[src/rtl/ripple_sampler.sv]
// ripple_sampler: synchronizes an asynchronous 4-bit ripple counter, waits for
// the sampled value to settle, extends it with a wrap count and hands a captured
// {ext, settled} snapshot to a consumer with a valid/ready style handshake.
module ripple_sampler #(
   parameter int unsigned STABLE_CYCLES = 2,
   parameter int unsigned EXT_W         = 4
) (
   input  logic               clk,
   input  logic               rst,
   input  logic [3:0]         cnt_in,
   input  logic               req,
   input  logic               out_ready,
   output logic               out_valid,
   output logic [EXT_W+3:0]   out_count,
   output logic               wrap_pulse,
   output logic               req_drop,
   output logic               ext_ovf
);

   localparam int unsigned CNT_W = $clog2(STABLE_CYCLES);
   localparam int unsigned OUT_W = EXT_W + 4;
   localparam logic [CNT_W-1:0] STAB_MAX = CNT_W'(STABLE_CYCLES - 1);

   typedef enum logic [1:0] {
      IDLE        = 2'd0,
      WAIT_STABLE = 2'd1,
      VALID       = 2'd2
   } state_t;

   state_t             state_q, state_d;
   logic [3:0]         sync1_q, sync1_d;
   logic [3:0]         sync2_q, sync2_d;
   logic [CNT_W-1:0]   stab_cnt_q, stab_cnt_d;
   logic [3:0]         settled_q, settled_d;
   logic [EXT_W-1:0]   ext_q, ext_d;
   logic               ext_ovf_q, ext_ovf_d;
   logic               wrap_pulse_q, wrap_pulse_d;
   logic [OUT_W-1:0]   out_count_q, out_count_d;
   logic               out_valid_q, out_valid_d;
   logic               req_drop_q, req_drop_d;
   logic               stable_c;

   // The counter register reflects how long sync2 has held its current value,
   // so a freshly arrived value always starts from zero and cannot look stable.
   assign stable_c = (stab_cnt_q == STAB_MAX);

   // Synchronizer, stability tracking, settled value and wrap extension.
   always_comb begin
      sync1_d      = cnt_in;
      sync2_d      = sync1_q;
      stab_cnt_d   = stab_cnt_q;
      settled_d    = settled_q;
      ext_d        = ext_q;
      ext_ovf_d    = ext_ovf_q;
      wrap_pulse_d = 1'b0;

      if (sync1_q != sync2_q) begin
         stab_cnt_d = '0;
      end else if (stab_cnt_q != STAB_MAX) begin
         stab_cnt_d = stab_cnt_q + CNT_W'(1);
      end

      if (stable_c) begin
         settled_d = sync2_q;
         // An up-only counter can only appear to decrease by wrapping.
         if (sync2_q < settled_q) begin
            wrap_pulse_d = 1'b1;
            ext_d        = ext_q + EXT_W'(1);
            if (ext_q == {EXT_W{1'b1}}) begin
               ext_ovf_d = 1'b1;
            end
         end
      end
   end

   // Capture FSM: next state, snapshot register and dropped-request pulse.
   always_comb begin
      state_d     = state_q;
      out_count_d = out_count_q;
      req_drop_d  = 1'b0;

      case (state_q)
         IDLE: begin
            if (req) begin
               state_d = WAIT_STABLE;
            end
         end
         WAIT_STABLE: begin
            req_drop_d = req;
            if (stable_c) begin
               out_count_d = {ext_d, settled_d};
               state_d     = VALID;
            end
         end
         VALID: begin
            req_drop_d = req;
            if (out_ready) begin
               state_d = IDLE;
            end
         end
         default: begin
            state_d = IDLE;
         end
      endcase

      out_valid_d = (state_d == VALID);
   end

   // FSM state register.
   always_ff @(posedge clk) begin
      if (rst) begin
         state_q <= IDLE;
      end else begin
         state_q <= state_d;
      end
   end

   // Datapath and output registers.
   always_ff @(posedge clk) begin
      if (rst) begin
         sync1_q      <= '0;
         sync2_q      <= '0;
         stab_cnt_q   <= '0;
         settled_q    <= '0;
         ext_q        <= '0;
         ext_ovf_q    <= 1'b0;
         wrap_pulse_q <= 1'b0;
         out_count_q  <= '0;
         out_valid_q  <= 1'b0;
         req_drop_q   <= 1'b0;
      end else begin
         sync1_q      <= sync1_d;
         sync2_q      <= sync2_d;
         stab_cnt_q   <= stab_cnt_d;
         settled_q    <= settled_d;
         ext_q        <= ext_d;
         ext_ovf_q    <= ext_ovf_d;
         wrap_pulse_q <= wrap_pulse_d;
         out_count_q  <= out_count_d;
         out_valid_q  <= out_valid_d;
         req_drop_q   <= req_drop_d;
      end
   end

   assign out_valid  = out_valid_q;
   assign out_count  = out_count_q;
   assign wrap_pulse = wrap_pulse_q;
   assign req_drop   = req_drop_q;
   assign ext_ovf    = ext_ovf_q;

endmodule

[config.mk]
export PLATFORM = sky130hd
export DESIGN_NAME = ripple_sampler
export DESIGN_NICKNAME = d
export VERILOG_FILES = /design/src/rtl/ripple_sampler.sv
export SDC_FILE = /design/constraint.sdc
export NUM_CORES = 1
export LEC_CHECK = 0
export ABC_CLOCK_PERIOD_IN_PS = 2300
export CORE_UTILIZATION = 45
export DETAILED_ROUTE_END_ITERATION = 8
export PLACE_DENSITY_LB_ADDON = 0.25
export SLEW_MARGIN = 15
export SYNTH_ARGS = -nofsm -noshare
export SYNTH_HDL_FRONTEND = slang
export SYNTH_SLANG_ARGS = --single-unit
[constraint.sdc]
create_clock -name clk -period 2.3 [get_ports clk]
set_input_delay 0.575 -clock clk [delete_from_list [all_inputs] [get_ports clk]]
set_output_delay 0.575 -clock clk [all_outputs]
set_load 0.005 [all_outputs]
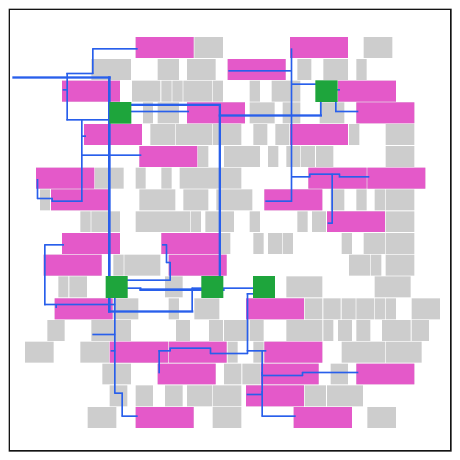
**Above:** run 1 (clock wires, drivers and flops).
Drawn at 8 px/um.
[green] cells driving clock nets | count: 5
[magenta] flip-flops | count: 31
[blue] clock wires | length: 349 um
flops lie: spread over the die
routed clock nets: 6
Clock Latency Late Sink: 0.32 ns
clk_skew: 0.001499 ns

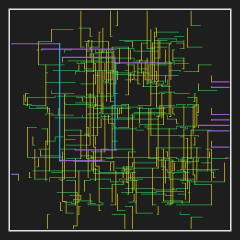
**Above:** run 1 (wiring by layer).
Drawn at 4 px/um.
[yellow] met2 | wire length: 1,010 um
[cyan] met4 | wire length: 51.0 um
[purple] met3 | wire length: 115 um
[green] met1 | wire length: 1,000 um
Post-Route WL: 2173 um
Global Route Usage Sum: 17.81%

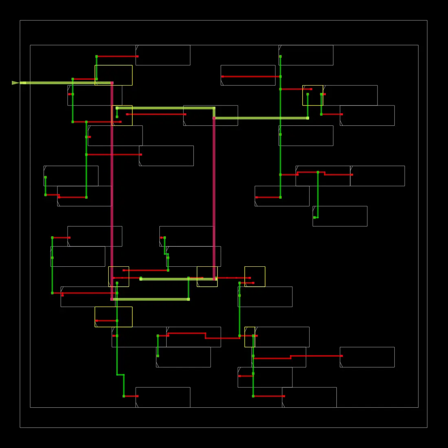
**Above:** run 1 (clock wiring as the flow saved it).
Sink Count: 31
clkbuf count: 8
P_clk: 0.000347 W
CTS Buf Count: 5

==> run summary, run 1 <==
fresh numbers from the pnr run: final setup TNS 0 ns, status completed, cells in synth_stat.txt 126, worst-path fanout max 2, Seq pwr share 56.4%, mux share 3.956%, DIE WIDTH 55.02 um, Die Y 55.02 um, total power per unit cell area 650.8 nW/um^2, flop share of the area 40.03%, yosys warns 0, ratio of cells with drive above 1 in the final layout 9.333%, CTS clk-pin slew, worst paths 0.09 ns, period utilization 75.76%, Routability Congestion 0.7420, vias post-DR 920, Buffers, non-clock 21, Comb/total area 38.42%, initial antenna violation count 0, Comb gates 84, P_seq 0.000569 W, crit path kind flop to output port, Non-CTS inverters 6, Sw Pwr 0.0002267 W, chip area 3027 um^2, Int Power 0.0007822 W, vias in the first global route 797
**Run 1: logic cells by family**

Drawn at 4 px/um.
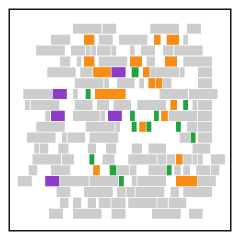

==> run 2, diff against run 1 <==
- ABC_CLOCK_PERIOD_IN_PS: 2300 -> 1600
- clock period: 2.3 -> 1.6 ns (I/O delays scaled with it)
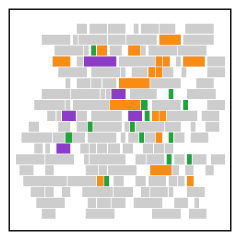
**Above:** run 2 (logic cells by family).
Drawn at 4 px/um.
[green] NAND gates | cells: 13 | most used: nand2_1
[orange] inverting AOI/OAI gates | cells: 17 | most used: a21oi_1
[purple] multiplexers | cells: 5 | most used: mux2i_1 | where: centre
fin cells: 190
Top cell excl fill/tap: dfxtp_1
Comb/total area: 38.63%

==> run 2 against run 1 <==
Routed wire length grew 18%. Synthesized cell count is the same. Die area is the same. Register-to-register slack lost 0.53 ns. First-iteration DRC count grew 63%. Cell area grew 14%. Power grew 60%. Worst setup slack lost 0.53 ns. Non-clock buffer count grew 10. Critical path depth grew 5. Worst hold slack gained 0.00068 ns. Via count grew 4.8%. Critical path type is now flop to flop.
==> run summary, run 2 <==
fresh numbers from the pnr run: Die Y 55.02 um (unchanged), Non-CTS inverters 6 (unchanged), Initial Utilization 49.27%, Int Power 0.001256 W (+61%), H-tree levels 2, Seq pwr share 50.2% (-6.2 points), initial antenna violation count 0 (unchanged), yosys warns 0 (unchanged), cells in synth_stat.txt 126 (unchanged), top sig layer met4, final setup TNS 0 ns (unchanged), diodes inserted 0, P_seq 0.000813 W (+43%), total power per unit cell area 916.1 nW/um^2 (+41%), CTS clk-pin slew, worst paths 0.10 ns (about the same), mux share 3.956% (unchanged), top cells by area dfxtp_1 49%, ha_1 8.9%, nor2b_1 5.4%, Post-Route WL 2575 um (+18%), status completed, crit path kind flop to flop, period utilization 98.07%, Global Route Usage Sum 18.55% (+0.74 points), Critical Path Start Type flop, vias post-DR 964 (+4.8%), DIE WIDTH 55.02 um (unchanged), worst-path fanout max 4 (+2), Routability Congestion 0.7273 (-2.0%), Comb gates 84 (unchanged), Cell Chain, Critical Path inv_2, ha_4, o211ai_4, o211ai_4, or3_4, a311oi_2, clk_skew 0.01524 ns (+0.01374 ns), design area 1765 um^2, ratio of cells with drive above 1 in the final layout 26.88% (+18 points), Sink Count 31 (unchanged), flop share of the area 35.72% (-4.3 points), Buffers, non-clock 31 (+48%), Slew Viols, Final 0, worst hold path endpoint out_count[2]$_SDFFE_PP0P_
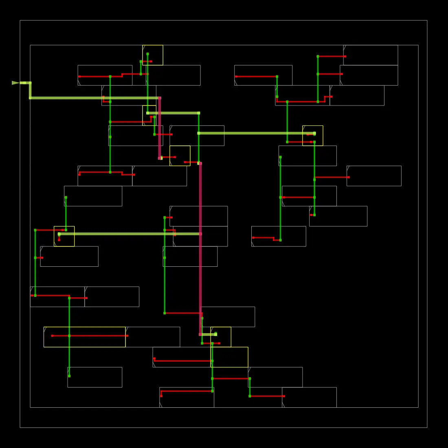
**Above:** run 2 (clock wiring as the flow saved it).
P_clk: 0.000632 W
Clock Latency Late Sink: 0.33 ns
clkbuf count: 6

Power figures rest on the tool's default switching activity, not on a simulated workload.
